**src/rtl/spike_packet_sender.sv**
```systemverilog
// spike_packet_sender: Wishbone master that sends one image's spike packets.
// A header write (image_spike_event_o high) carries the packet count N, then
// N packet writes are drained from an internal FIFO, one beat at a time.
//
// Ports:
//   wb_clk_i, wb_rst_n_i        clock, asynchronous active-low reset
//   start_i, num_packets_i      begin an image with N packets (IDLE only)
//   push_i, push_data_i, full_o packet FIFO write side and full flag
//   busy_o, done_o              not-IDLE status, one-cycle completion pulse
//   sent_count_o                packets acknowledged in the current image
//   image_spike_event_o         high while the header beat is on the bus
//   wbm_*                       Wishbone master (cyc/stb/we/adr/dat/sel, ack in)
module spike_packet_sender #(
    parameter int unsigned FIFO_DEPTH = 16,
    parameter logic [31:0] HDR_ADDR   = 32'h3000_0000,
    parameter logic [31:0] PKT_ADDR   = 32'h3000_0004
) (
    input  logic        wb_clk_i,
    input  logic        wb_rst_n_i,
    input  logic        start_i,
    input  logic [7:0]  num_packets_i,
    input  logic        push_i,
    input  logic [31:0] push_data_i,
    output logic        full_o,
    output logic        busy_o,
    output logic        done_o,
    output logic [7:0]  sent_count_o,
    output logic        image_spike_event_o,
    output logic        wbm_cyc_o,
    output logic        wbm_stb_o,
    output logic        wbm_we_o,
    output logic [31:0] wbm_adr_o,
    output logic [31:0] wbm_dat_o,
    output logic [3:0]  wbm_sel_o,
    input  logic        wbm_ack_i
);

    localparam int unsigned AW = $clog2(FIFO_DEPTH);
    localparam int unsigned PW = AW + 1;

    typedef enum logic [2:0] {
        S_IDLE = 3'd0,
        S_HDR  = 3'd1,
        S_WAIT = 3'd2,
        S_PKT  = 3'd3,
        S_DONE = 3'd4
    } state_t;

    state_t state, state_next;

    // Packet FIFO
    logic [31:0]   mem [FIFO_DEPTH];
    logic [PW-1:0] wr_ptr, rd_ptr, wr_ptr_next, rd_ptr_next;
    logic          empty, push_ok, pop;
    logic [31:0]   head;

    // Image bookkeeping and next values of the registered outputs
    logic [7:0]  n_q, n_next, count_next;
    logic        busy_next, done_next, ise_next, beat_next;
    logic [31:0] adr_next, dat_next;
    logic [3:0]  sel_next;

    // A push while full is dropped, even when a pop happens in the same cycle
    assign push_ok     = push_i && !full_o;
    assign empty       = (wr_ptr == rd_ptr);
    assign head        = mem[rd_ptr[AW-1:0]];
    assign wr_ptr_next = wr_ptr + PW'(push_ok);
    assign rd_ptr_next = rd_ptr + PW'(pop);

    // FIFO storage; contents need no reset because the pointers define validity
    always_ff @(posedge wb_clk_i) begin
        if (push_ok) begin
            mem[wr_ptr[AW-1:0]] <= push_data_i;
        end
    end

    // FIFO pointers and registered full flag
    always_ff @(posedge wb_clk_i or negedge wb_rst_n_i) begin
        if (!wb_rst_n_i) begin
            wr_ptr <= '0;
            rd_ptr <= '0;
            full_o <= 1'b0;
        end else begin
            wr_ptr <= wr_ptr_next;
            rd_ptr <= rd_ptr_next;
            full_o <= ((wr_ptr_next - rd_ptr_next) == PW'(FIFO_DEPTH));
        end
    end

    // State register
    always_ff @(posedge wb_clk_i or negedge wb_rst_n_i) begin
        if (!wb_rst_n_i) begin
            state <= S_IDLE;
        end else begin
            state <= state_next;
        end
    end

    // Next state, FIFO pop, and next values for every registered output
    always_comb begin
        state_next = state;
        n_next     = n_q;
        count_next = sent_count_o;
        pop        = 1'b0;

        case (state)
            S_IDLE: begin
                if (start_i) begin
                    state_next = S_HDR;
                    n_next     = num_packets_i;
                    count_next = 8'd0;
                end
            end
            S_HDR: begin
                if (wbm_ack_i) begin
                    state_next = (n_q == 8'd0) ? S_DONE : S_WAIT;
                end
            end
            S_WAIT: begin
                if (!empty) begin
                    state_next = S_PKT;
                end
            end
            S_PKT: begin
                if (wbm_ack_i) begin
                    pop        = 1'b1;
                    count_next = 8'(sent_count_o + 8'd1);
                    state_next = (count_next == n_q) ? S_DONE : S_WAIT;
                end
            end
            S_DONE: begin
                state_next = S_IDLE;
            end
            default: begin
                state_next = S_IDLE;
            end
        endcase

        // Outputs are decoded from the next state so they appear right after the edge
        beat_next = (state_next == S_HDR) || (state_next == S_PKT);
        busy_next = (state_next != S_IDLE);
        done_next = (state_next == S_DONE);
        ise_next  = (state_next == S_HDR);
        adr_next  = 32'd0;
        dat_next  = 32'd0;
        sel_next  = 4'h0;
        if (state_next == S_HDR) begin
            adr_next = HDR_ADDR;
            dat_next = {24'd0, n_next};
            sel_next = 4'hF;
        end else if (state_next == S_PKT) begin
            // Head is stable for the whole beat: no pop happens until the ack
            adr_next = PKT_ADDR;
            dat_next = head;
            sel_next = 4'hF;
        end
    end

    // Registered outputs and image count
    always_ff @(posedge wb_clk_i or negedge wb_rst_n_i) begin
        if (!wb_rst_n_i) begin
            n_q                 <= 8'd0;
            sent_count_o        <= 8'd0;
            busy_o              <= 1'b0;
            done_o              <= 1'b0;
            image_spike_event_o <= 1'b0;
            wbm_cyc_o           <= 1'b0;
            wbm_stb_o           <= 1'b0;
            wbm_we_o            <= 1'b0;
            wbm_adr_o           <= 32'd0;
            wbm_dat_o           <= 32'd0;
            wbm_sel_o           <= 4'h0;
        end else begin
            n_q                 <= n_next;
            sent_count_o        <= count_next;
            busy_o              <= busy_next;
            done_o              <= done_next;
            image_spike_event_o <= ise_next;
            wbm_cyc_o           <= beat_next;
            wbm_stb_o           <= beat_next;
            wbm_we_o            <= beat_next;
            wbm_adr_o           <= adr_next;
            wbm_dat_o           <= dat_next;
            wbm_sel_o           <= sel_next;
        end
    end

endmodule

```
**config.mk**
```make
export PLATFORM = sky130hd
export DESIGN_NAME = spike_packet_sender
export DESIGN_NICKNAME = d
export VERILOG_FILES = /design/src/rtl/spike_packet_sender.sv
export SDC_FILE = /design/constraint.sdc
export NUM_CORES = 1
export LEC_CHECK = 0
export ABC_AREA = 1
export CORE_MARGIN = 1
export CORE_UTILIZATION = 54
export DETAILED_ROUTE_END_ITERATION = 6
export PLACE_DENSITY = 0.76
export SETUP_SLACK_MARGIN = 0.2
export SLEW_MARGIN = 0
export SYNTH_ARGS = -nofsm -noshare
export SYNTH_HDL_FRONTEND = slang
export SYNTH_SLANG_ARGS = --single-unit
```
**constraint.sdc**
```tcl
create_clock -name wb_clk_i -period 2.4 [get_ports wb_clk_i]
set_clock_uncertainty 0.1 [all_clocks]
set_input_delay 0.6 -clock wb_clk_i [delete_from_list [all_inputs] [get_ports wb_clk_i]]
set_output_delay 0.6 -clock wb_clk_i [all_outputs]
set_load 0.1 [all_outputs]
```
==> out/metrics.cfg, run 1 <==
[status]
outcome = completed

[critical_path]
worstSetupPathType = reg2reg
crit-reg2reg-capture = full_o
critPathLaunch = state[2]
worst-r2r-cell-count = 14
reg2reg_from = state[2]
endpoint_kind = flip-flop
cp_max_fo = 2
startpoint_type = flip-flop
rrSetupSlack_ns = 0.009
cp_data_arrival_time_ns = 2.80
crit_required_ns = 2.81

[logic_synthesis]
mapped_cell_area_um2 = 22900
ys_seq_elements = 579
yosys_area_um2 = 22900
yosysUniqueCellTypes = 41
ys.warnings.count = 0
ys_cells = 1712
yosys.stat.seqShare = 0.746
netlist_instances = 1712
postSynthAreaPerCell_um2 = 13.4

[timing]
post-route-period-util = 0.996
worst_pin_slew_ns = 0.786
setup_slack_after_layout_ns = 0.00852
finalHoldViolations = 0
achievable-frequency_mhz = 418
final-max-slew-violation-count = 0
final.hold.worst_slack_ns = 0.426
setup_repair_after_global_routing_missed_its_margin = yes
period_needed_ns = 2.39
worst_slew_margin_rel = 0.474
report.final.setup_viol = 0

[power]
vdd.ir_drop.worst_uv = 930
power_density_nw_per_um2 = 1310
power.static_leakage_nw = 9.67

[grt]
grt_pass1_vias = 15000
grt_start_max_net_pins = 156
grt_first_pass_wirelength_um = 86500
grt_antenna_before_repair = 0
overflow = 0

[final_layout]
antennaDiodeCount = 0
final.fill_count = 2811
final_cells = 2465
top_library_cells_by_usage_in_the_layout_fill_and_taps_aside = edfxtp_1 (512), nand2_1 (226), nor2_1 (180)
combGateArea_um2 = 5310
final_cell_area_um2 = 27600
flow.area_growth_from_synthesis_pct = 20.7
layout.core_utilization = 0.659
layout_top_cell_excl_fill_tap = edfxtp_1
nets_finish = 1935
register_area_um2 = 17100
fraction_of_final_layout_cells_sized_beyond_drive_strength_1 = 0.182

[clock_network]
clock_latency_late_sink_ns = 0.61
cts_made_buffers = 56
cts_max_path_buffers = 3
ctsHtreeMaxLevel = 2
clk_pin_slew_worst_paths_ns = 0.06
tritoncts = done
root_buffer = clkbuf_16
clock_sinks = 579

[run]
max_cap_violations = 0
tool_warnings = 30

[placement]
placed_cells = 2342
detailedPlacementHpwl_um = 33900
dpl_cell_area_um2 = 25300
number_of_port_buffers = 98
dpl_worst_slack_ns = -0.671
weighted_congestion_at_the_end_of_routability_driven_global_placement = 0.856

[die]
placementRows = 75
design.portCount = 128
die_w_um = 208
fp.dieH_um = 208
dieArea_um2 = 43200
fp_util = 0.546
core_um2 = 41900

[routing]
firstDrtPassIters = 5
detail_route.wirelength_um = 58200
final_antenna_net_count = 0
route.detailed.vias_per_inst = 6.11
drt_drc_violations_left = 0
drt-initial-drc-count = 1800
route.vias.total = 15100

[worst_hold_path]
min_path_type = in2async

==> run 1: logic make-up after synthesis <==
kind of cell,synth area share
other,0.000164
AND-OR/OR-AND,0.117
adder cells (fa/ha/maj),0.00493
AND/OR/NAND/NOR,0.0858
buffers and inverters,0.0414
XOR/XNOR,0.00498
flip-flops,0.746
==> run 1: worst max-delay path by stage <==
stage | end | cells after the start | slack, ns
6_report | full_o | 14 | 0.009
2_1_floorplan | mem[12][0] | 3 | 0.04
3_3_place_gp | full_o | 14 | -0.58
3_5_place_dp | full_o | 14 | -0.67
5_1_grt | full_o | 12 | -0.14
4_1_cts | full_o | 14 | -0.004
==> run 1: through the flow <==
step                      power (mW)  setup TNS, ns
after global placement          26.0         -10.14
final                           36.3              0
after detailed placement        26.3          -7.06
after CTS                       35.5       -0.00358
after floorplan                 21.7              0
after global routing            37.7         -0.143
==> run 1: registers in the layout, summed over array words and instances (netlist names) <==
signal	flops
busy_o	1
done_o	1
full_o	1
image_spike_event_o	1
mem	512
n_q	8
rd_ptr	5
sent_count_o	8
state	3
wbm_adr_o	2
wbm_dat_o	32
wr_ptr	5
==> run 1: synth_stat cells (all sizes together) <==
cell	n	area, um2
dfrtp	67	1680
o21ai	180	905
a311oi	3	26.3
conb	1	3.75
edfxtp	512	15400
nand2	229	862
a211oi	3	32.5
clkinv	2	8.75
xnor2	6	52.6
nor3	9	50.1
o221ai	20	175
nor2	202	766
nand4	5	31.3
o21bai	1	7.51
a32o	18	180
nand3	48	240
o31ai	12	95.1
a21oi	112	561
ha	9	113
o21a	2	15.0
clkbuf	44	165
xor2	7	61.3
o221a	20	225
buf	95	599
a221oi	37	324
inv	46	173
nor4	2	12.5
o22ai	20	125
==> run 1: final cells by class <==
type | instances | area share
multi-input cells | 974 | 0.193
well taps | 539 | 0.0244
inverters | 48 | 0.00726
flip-flops and latches | 579 | 0.619
clock buffers | 67 | 0.0531
clock inverters | 36 | 0.0153
repair buffers | 222 | 0.0885
==> run 1: metal layers <==
layer / global-route usage / share of wire
met3: 0.0467 / 0.085
met2: 0.449 / 0.50
met5: 0 / 0
met4: 0.109 / 0.035
met1: 0.342 / 0.38
==> run 1: worst max-delay path: stages, from the launching register on <==
cell,delay [ns]
dfrtp_1,0.41
nor3_4,0.19
inv_2,0.07
nor2_4,0.15
ha_4,0.16
ha_4,0.16
xor2_4,0.17
inv_2,0.06
ha_4,0.22
inv_2,0.07
o21bai_4,0.07
buf_4,0.13
nor2_2,0.07
o21ai_1,0.08
a211oi_2,0.19
==> run 1: where the power goes <==
group	switching (mW)	internal, mW
Combinational	9.78	4.59
Sequential	0.516	12.3
Clock	3.74	5.32
Total	14.0	22.2
==> run 1: what timing repair did <==
action | 4_1_cts | 5_1_grt
hold endpoints to repair | 31 | 0
gates cloned | 1 | 3
pin swaps | 5 | 7
setup endpoints to repair | 11 | 29
hold buffers | 1 | 0
resized | 11 | 27
buffers inserted | 2 | 13
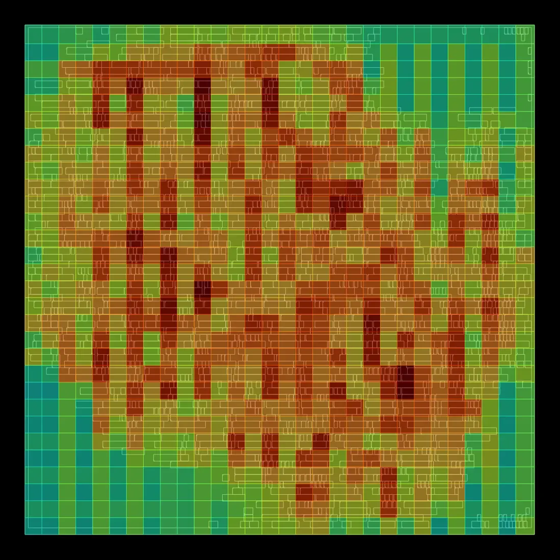
**Above:** run 1 (track usage over the die).
met1 layer usage reported by global route: 0.342
total global-route track usage: 0.265
post-detailed-route wirelength per cell: 23.6 um
global-route layer with the greatest usage: met2

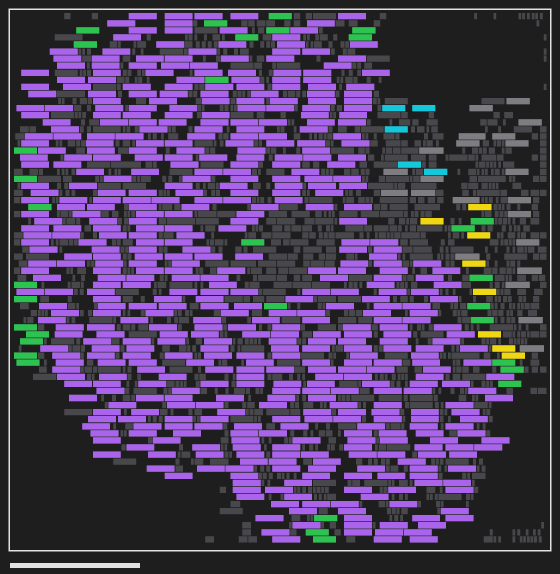
**Above:** run 1 (where the registers sit).
The bar under the picture is 50 um long.
[`mem`] purple | sequential cells: 512 | where: widely spread
[`wbm_dat_o`] green | sequential cells: 32 | where: widely spread
[`n_q`] yellow | sequential cells: 8 | where: right middle
[`wr_ptr`] cyan | sequential cells: 5 | where: top right

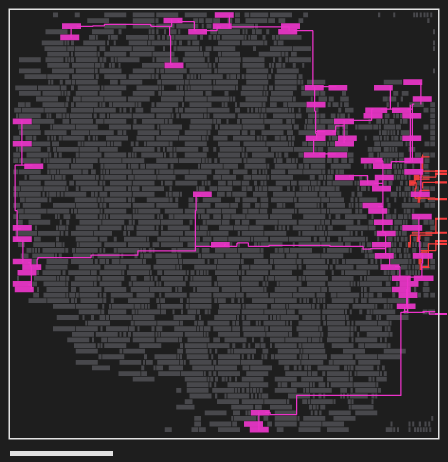
**Above:** run 1 (wires at chosen ports, followed through buffers).
The bar under the picture is 50 um long.
[`num_packets_i`] red | bits: 8 | direction: input | end cells: 8 | buffers: 8 | wire: 177 um
[`wb_rst_n_i`] magenta | bits: 1 | direction: input | end cells: 67 | buffers: 4 | wire: 995 um

==> run 2: changes to the inputs <==
--- a/config.mk
+++ b/config.mk
@@ -9,7 +9,7 @@
 export CORE_MARGIN = 1
 export CORE_UTILIZATION = 54
 export DETAILED_ROUTE_END_ITERATION = 6
-export PLACE_DENSITY = 0.76
+export PLACE_DENSITY = 0.83
 export SETUP_SLACK_MARGIN = 0.2
 export SLEW_MARGIN = 0
 export SYNTH_ARGS = -nofsm -noshare
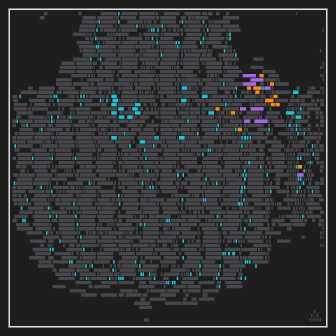
**Above:** run 2 (gate-type map).
[adder and majority cells] purple | cells: 9 | most used: ha_4
[XOR/XNOR gates] orange | cells: 13 | most used: xnor2_1
[NOR gates] cyan | cells: 213 | most used: nor2_1 | where: widely spread

==> out/metrics.cfg, run 2 <==
[status]
outcome = completed

[critical_path]
endpoint_kind = flip-flop
cp_data_arrival_time_ns = 2.78  ; -0.02 ns
crit-reg2reg-capture = full_o
worst-r2r-cell-count = 13  ; -1
reg2reg_from = state[1]
startpoint_type = flip-flop
worstSetupPathType = reg2reg
rrSetupSlack_ns = 0.03  ; +0.02 ns
cp_max_fo = 2  ; unchanged
crit_required_ns = 2.81  ; about the same

[final_layout]
nets_finish = 1905  ; -1.6%
antennaDiodeCount = 0  ; unchanged
layout_top_cell_excl_fill_tap = edfxtp_1
final_cells = 2436  ; -1.2%
flow.area_growth_from_synthesis_pct = 18.0
final_cell_area_um2 = 27000  ; -2.2%
largest_reg_flops = 512  ; unchanged
top_library_cells_by_usage_in_the_layout_fill_and_taps_aside = edfxtp_1 (512), nand2_1 (228), nor2_1 (183)
final.fill_count = 2726  ; -3.0%
fraction_of_final_layout_cells_sized_beyond_drive_strength_1 = 0.161  ; -0.0215

[logic_synthesis]
ys_cells = 1712  ; unchanged
synth_simple_gate_area_share = 0.0858  ; unchanged
synth-main-ff-cell = edfxtp_1
largest_area_cell = edfxtp_1
synth.mux.area_fraction = 0  ; unchanged
synthXorXnorAreaFrac = 0.00498  ; unchanged
synth.area.top_cells = edfxtp_1 (67%), dfrtp_1 (7.3%), nand2_1 (3.7%)
share_of_flip_flops_with_an_asynchronous_set_or_reset_after_synthesis = 0.116  ; unchanged
netlist_instances = 1712  ; unchanged
ys.warnings.count = 0  ; unchanged
yosysUniqueCellTypes = 41  ; unchanged
top_cell_area_share = 0.673  ; unchanged
netlist_top_cells_count = edfxtp_1 (512), nand2_1 (228), nor2_1 (201), o21ai_0 (150), a21oi_1 (112)
ys_seq_elements = 579  ; unchanged
yosys_area_um2 = 22900  ; unchanged
enable_flop_cells = 512  ; unchanged
count_leader_synth = edfxtp_1
synth_adder_area_share = 0.00493  ; unchanged
yosys.stat.seqShare = 0.746  ; unchanged
postSynthAreaPerCell_um2 = 13.4  ; unchanged
ys_top_logic_family = AND-OR/OR-AND gates
mapped_cell_area_um2 = 22900  ; unchanged
synth-compound-area-share = 0.117  ; unchanged

[routing]
final_antenna_net_count = 0  ; unchanged
route.vias.total = 15200  ; +0.76%
drt_drc_violations_left = 0  ; unchanged
route.detailed.vias_per_inst = 6.23  ; +2.0%
firstDrtPassIters = 6  ; +1
drt-initial-drc-count = 2166  ; +20%
detail_route.wirelength_um = 58100  ; -0.13%

[timing]
final.hold.worst_slack_ns = 0.410  ; -0.0164 ns
post-route-period-util = 0.989  ; -0.00711
final.setup.tns_ns = 0  ; unchanged
report.final.setup_viol = 0  ; unchanged
period_needed_ns = 2.37  ; -0.0171 ns
worst_pin_slew_ns = 0.732  ; -0.0547 ns
worst_slew_margin_rel = 0.511  ; +0.0366
final-max-slew-violation-count = 0  ; unchanged
achievable-frequency_mhz = 421  ; +0.72%
finalHoldViolations = 0  ; unchanged
setup_slack_after_layout_ns = 0.0256  ; +0.0171 ns
setup_repair_after_global_routing_missed_its_margin = yes

[worst_hold_path]
min_path_type = in2async

[grt]
grt_pass1_vias = 15100  ; +1.1%
grt_start_max_net_pins = 81  ; -48%
overflow = 0  ; unchanged
grt_antenna_before_repair = 0  ; unchanged
grt_first_pass_wirelength_um = 86800  ; +0.37%

[power]
power_density_nw_per_um2 = 1300  ; -1.1%
power.static_leakage_nw = 9.43  ; -2.5%
vdd.ir_drop.worst_uv = 1260  ; +35%
p_total_mw = 35.1  ; -3.2%

[clock_network]
clock_sinks = 579  ; unchanged
ctsHtreeMaxLevel = 2  ; unchanged
clk_pin_slew_worst_paths_ns = 0.07  ; about the same
cts_made_buffers = 55  ; -1.8%
cts_max_path_buffers = 3  ; unchanged
root_buffer = clkbuf_16
tritoncts = done
clock_latency_late_sink_ns = 0.62  ; about the same

[placement]
dpl_worst_slack_ns = -0.560  ; +0.111 ns
dpl_cell_area_um2 = 25100  ; -0.68%
detailedPlacementHpwl_um = 32300  ; -4.7%
placed_cells = 2329  ; -0.56%
number_of_port_buffers = 98  ; unchanged
weighted_congestion_at_the_end_of_routability_driven_global_placement = 0.894  ; +4.5%

[die]
fp.dieH_um = 208  ; unchanged
fp_util = 0.546  ; unchanged
design.portCount = 128  ; unchanged
die_w_um = 208  ; unchanged
dieArea_um2 = 43200  ; unchanged
core_um2 = 41900  ; unchanged
placementRows = 75  ; unchanged

[run]
tool_warnings = 29  ; -3.3%
max_cap_violations = 0  ; unchanged

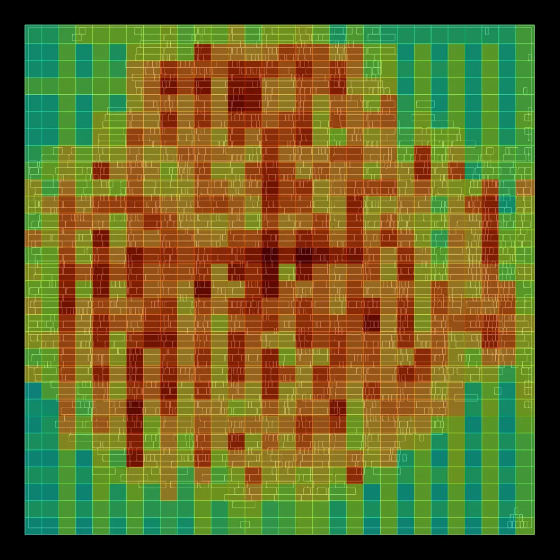
**Above:** run 2 (track usage over the die).
total global-route track usage: 0.266
GR Layer Usage met3: 0.0528
post-detailed-route wirelength per cell: 23.8 um
final core utilization: 0.645
met1 layer usage reported by global route: 0.349

run 2: cell counts after synthesis:
No cell type changed its count.
run 2: worst max path at each step:
stage / startpoint / to / depth (start not counted)
after detailed placement: wbm_ack_i / full_o / 14
after global routing: state[1] / full_o / 13
after CTS: state[1] / full_o / 13
final: state[1] / full_o / 13
after floorplan: full_o / mem[12][0] / 3
after global placement: wbm_ack_i / full_o / 14
run 2: repair_timing:
| item | CTS | global route |
|---|---|---|
| hold buffers | 1 | 0 |
| cloned | 0 | 1 |
| buffers inserted | 1 | 1 |
| pin swaps | 1 | 1 |
| gates resized | 3 | 6 |
| endpoints found under the hold margin | 30 | 0 |
| setup endpoints to repair | 7 | 22 |
run 2: kinds of logic after synthesis:
| family | after synthesis |
|---|---|
| AOI/OAI and AO/OA | 428 |
| xor gates and xnor gates | 13 |
| adders and majority gates | 9 |
| buffers and inverters | 187 |
| DFF | 579 |
| other | 1 |
| and+or+nand+nor | 495 |
run 2: routing by layer:
metal  routed length [um]  global-route usage  vias up
li1                     -                   -     6531
met5                    0             0.00556        -
met1                21000               0.349     7358
met3                 6870              0.0528      179
met4                 2450               0.127        0
met2                27700               0.429     1120
run 2: area by class of cell:
class | instances | area [um2] | area share
Sequential cell | 579 | 17100 | 0.633
Multi-Input combinational cell | 974 | 5210 | 0.193
Tap cell | 539 | 674 | 0.0250
Clock inverter | 34 | 349 | 0.0129
Timing Repair Buffer | 193 | 2020 | 0.0749
Clock buffer | 69 | 1470 | 0.0544
Inverter | 48 | 189 | 0.00700
run 2: power by group:
group          leakage (nW)  internal (mW)  switching, mW
clock network         0.889           5.00           3.73
logic                  3.07           3.94           9.52
registers              5.47           12.3          0.582
total                  9.43           21.3           13.8
run 2: worst max-delay path, cell delays in order, from the launching register on:
cell and delay, ns:
dfrtp_1 0.37, inv_2 0.06, nor3_4 0.20, inv_2 0.08
nor2_4 0.15, ha_4 0.16, ha_4 0.19, inv_2 0.06
ha_4 0.20, a21oi_4 0.14, buf_4 0.13, xor2_1 0.14
nand3_1 0.10, a211oi_1 0.21
==> run 3: changes to the inputs <==
--- a/config.mk
+++ b/config.mk
@@ -6,11 +6,13 @@
 export NUM_CORES = 1
 export LEC_CHECK = 0
 export ABC_AREA = 1
+export ABC_CLOCK_PERIOD_IN_PS = 2400
 export CORE_MARGIN = 1
 export CORE_UTILIZATION = 54
 export DETAILED_ROUTE_END_ITERATION = 6
 export PLACE_DENSITY = 0.83
 export SETUP_SLACK_MARGIN = 0.2
+export SKIP_LAST_GASP = 1
 export SLEW_MARGIN = 0
 export SYNTH_ARGS = -nofsm -noshare
 export SYNTH_HDL_FRONTEND = slang
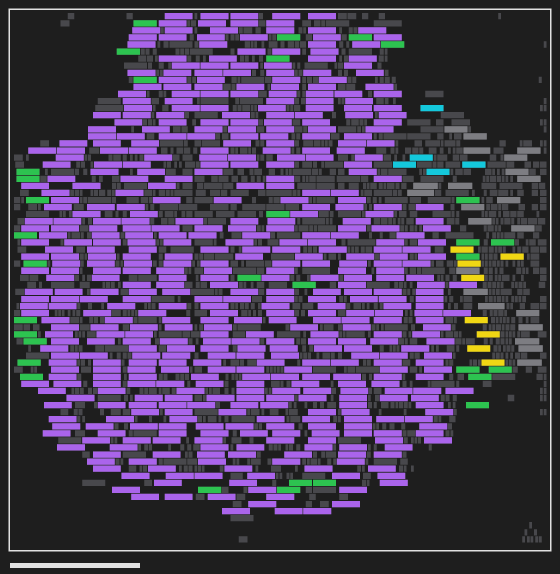
**Above:** run 3 (where the registers sit).
The bar under the picture is 50 um long.
[`n_q`] yellow | sequential cells: 8 | where: right middle
[`wbm_dat_o`] green | sequential cells: 32 | where: widely spread
[`wr_ptr`] cyan | sequential cells: 5
[`mem`] purple | sequential cells: 512

==> out/metrics.cfg, run 3 <==
[final_layout]
flow.area_growth_from_synthesis_pct = 18.0  ; unchanged
nets_finish = 1905  ; unchanged
top_library_cells_by_usage_in_the_layout_fill_and_taps_aside = edfxtp_1 (512), nand2_1 (228), nor2_1 (183)
final_cells = 2436  ; unchanged
fraction_of_final_layout_cells_sized_beyond_drive_strength_1 = 0.161  ; unchanged
largest_reg_flops = 512  ; unchanged
layout_top_cell_excl_fill_tap = edfxtp_1
antennaDiodeCount = 0  ; unchanged

[grt]
grt_first_pass_wirelength_um = 86800  ; unchanged
grt_antenna_before_repair = 0  ; unchanged
overflow = 0  ; unchanged
grt_start_max_net_pins = 81  ; unchanged
grt_pass1_vias = 15100  ; unchanged
grt_usage = 0.266  ; unchanged

[power]
power.static_leakage_nw = 9.43  ; unchanged
power_density_nw_per_um2 = 1300  ; unchanged
p_total_mw = 35.1  ; unchanged
vdd.ir_drop.worst_uv = 1260  ; unchanged

[die]
fp_util = 0.546  ; unchanged
dieArea_um2 = 43200  ; unchanged
design.portCount = 128  ; unchanged
core_um2 = 41900  ; unchanged
die_w_um = 208  ; unchanged
placementRows = 75  ; unchanged

[placement]
detailedPlacementHpwl_um = 32300  ; unchanged
dpl_worst_slack_ns = -0.560  ; unchanged
weighted_congestion_at_the_end_of_routability_driven_global_placement = 0.894  ; unchanged
number_of_port_buffers = 98  ; unchanged
placed_cells = 2329  ; unchanged

[timing]
period_needed_ns = 2.37  ; unchanged
worst_pin_slew_ns = 0.732  ; unchanged
final-max-slew-violation-count = 0  ; unchanged
report.final.setup_viol = 0  ; unchanged
finalHoldViolations = 0  ; unchanged
setup_slack_after_layout_ns = 0.0256  ; unchanged
worst_slew_margin_rel = 0.511  ; unchanged
final.hold.worst_slack_ns = 0.410  ; unchanged
achievable-frequency_mhz = 421  ; unchanged
post-route-period-util = 0.989  ; unchanged
final.setup.tns_ns = 0  ; unchanged
setup_repair_after_global_routing_missed_its_margin = yes

[logic_synthesis]
ys.warnings.count = 0  ; unchanged
count_leader_synth = edfxtp_1
yosys.stat.seqShare = 0.746  ; unchanged
share_of_flip_flops_with_an_asynchronous_set_or_reset_after_synthesis = 0.116  ; unchanged
ys_seq_elements = 579  ; unchanged
yosys_area_um2 = 22900  ; unchanged
enable_flop_cells = 512  ; unchanged
largest_area_cell = edfxtp_1
synth-main-ff-cell = edfxtp_1
mapped_cell_area_um2 = 22900  ; unchanged
netlist_instances = 1712  ; unchanged
ys_cells = 1712  ; unchanged
synth.area.top_cells = edfxtp_1 (67%), dfrtp_1 (7.3%), nand2_1 (3.7%)
yosysUniqueCellTypes = 41  ; unchanged
netlist_top_cells_count = edfxtp_1 (512), nand2_1 (228), nor2_1 (201), o21ai_0 (150), a21oi_1 (112)
top_cell_area_share = 0.673  ; unchanged
postSynthAreaPerCell_um2 = 13.4  ; unchanged

[worst_hold_path]
min_path_type = in2async

[critical_path]
timing.critical_path.slowest_cell_delay_ns = 0.37  ; about the same
crit-reg2reg-capture = full_o
cp_max_fo = 2  ; unchanged
reg2reg_from = state[1]
endpoint_kind = flip-flop
worst-r2r-cell-count = 13  ; unchanged
worstPathCellList = inv_2 -> nor3_4 -> inv_2 -> nor2_4 -> ha_4 -> ha_4 -> inv_2 -> ha_4 -> a21oi_4 -> buf_4 -> xor2_1 -> nand3_1 -> a211oi_1
critPathLaunch = state[1]
startpoint_type = flip-flop
worstSetupPathType = reg2reg
crit_required_ns = 2.81  ; about the same
critical_path_slowest_stage_cell = dfrtp_1
rrSetupSlack_ns = 0.03  ; about the same
cp_data_arrival_time_ns = 2.78  ; about the same

[clock_network]
clock_latency_late_sink_ns = 0.62  ; about the same
clock_sinks = 579  ; unchanged
tritoncts = done
root_buffer = clkbuf_16
cts_max_path_buffers = 3  ; unchanged
clk_pin_slew_worst_paths_ns = 0.07  ; about the same
cts_made_buffers = 55  ; unchanged

[routing]
routed_wire_length_per_instance_um = 23.8  ; unchanged
drt_drc_violations_left = 0  ; unchanged
final_antenna_net_count = 0  ; unchanged
route.detailed.vias_per_inst = 6.23  ; unchanged
firstDrtPassIters = 6  ; unchanged
detail_route.wirelength_um = 58100  ; unchanged
drt-initial-drc-count = 2166  ; unchanged
route.vias.total = 15200  ; unchanged

[run]
tool_warnings = 29  ; unchanged
max_cap_violations = 0  ; unchanged

[status]
outcome = completed

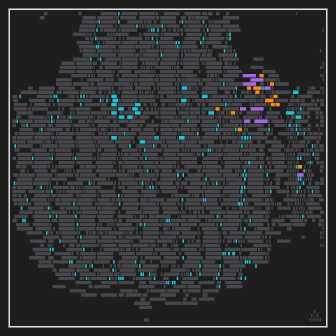
**Above:** run 3 (gate-type map).
[XOR/XNOR gates] orange | cells: 13 | most used: xnor2_1
[NOR gates] cyan | cells: 213 | most used: nor2_1 | where: widely spread
[adder and majority cells] purple | cells: 9 | most used: ha_4

-- run 3: cell counts after synthesis --
No cell type changed its count.
-- run 3: final cells by class --
class | count | area (um2)
Timing Repair Buffer | 193 | 2020
Fill cell | 2726 | 14900
Tap cell | 539 | 674
Multi-Input combinational cell | 974 | 5210
Inverter | 48 | 189
Clock buffer | 69 | 1470
Clock inverter | 34 | 349
Sequential cell | 579 | 17100
-- run 3: what timing repair did --
item,in CTS,in global routing
cloned,0,1
hold buffers,1,0
setup endpoints to repair,7,22
setup buffers,1,1
resized,3,6
pin swaps,1,1
hold endpoints to repair,30,0
-- run 3: kinds of logic (layout without fill, tap and decap cells) --
family / Yosys count / count (layout) / share of synthesized area
AOI/OAI and AO/OA: 428 / 428 / 0.117
xor gates and xnor gates: 13 / 13 / 0.00498
adders and majority gates: 9 / 9 / 0.00493
buffers and inverters: 187 / 344 / 0.0414
DFF: 579 / 579 / 0.746
other: 1 / 29 / 0.000164
and+or+nand+nor: 495 / 495 / 0.0858
-- run 3: layer usage --
metal	GRT usage	up-vias	share of wire
met5	0.00556	-	0
met4	0.127	0	0.042
met3	0.0528	179	0.12
met2	0.429	1120	0.48
met1	0.349	7358	0.36
li1	-	6531	-
-- run 3: metrics by stage --
stage / util / area (um2)
after floorplan: - / 23100
after global placement: 0.599 / 25100
after detailed placement: 0.599 / 25100
after CTS: 0.643 / 26900
after global routing: 0.645 / 27000
final: 0.645 / 27000
-- run 3: worst max-delay path by stage --
stage,end,slack (ns),cells past startpoint
6_report,full_o,0.03,13
4_1_cts,full_o,0.07,13
5_1_grt,full_o,-0.11,13
3_5_place_dp,full_o,-0.56,14
2_1_floorplan,mem[12][0],0.04,3
3_3_place_gp,full_o,-0.55,14
-- run 3: power breakdown --
part / internal, mW / switching, mW
combinational: 3.94 / 9.52
clock: 5.00 / 3.73
sequential: 12.3 / 0.582
-- run 3: critical path: cells and delay by family, from the launching register on --
family / cells / cell delay (ns)
AOI/OAI and AO/OA: 2 / 0.35
DFF: 1 / 0.37
adders and majority gates: 3 / 0.55
xor gates and xnor gates: 1 / 0.14
buffers and inverters: 4 / 0.33
and+or+nand+nor: 3 / 0.45
No activity file was given, so power comes from the tool's default toggle rates.
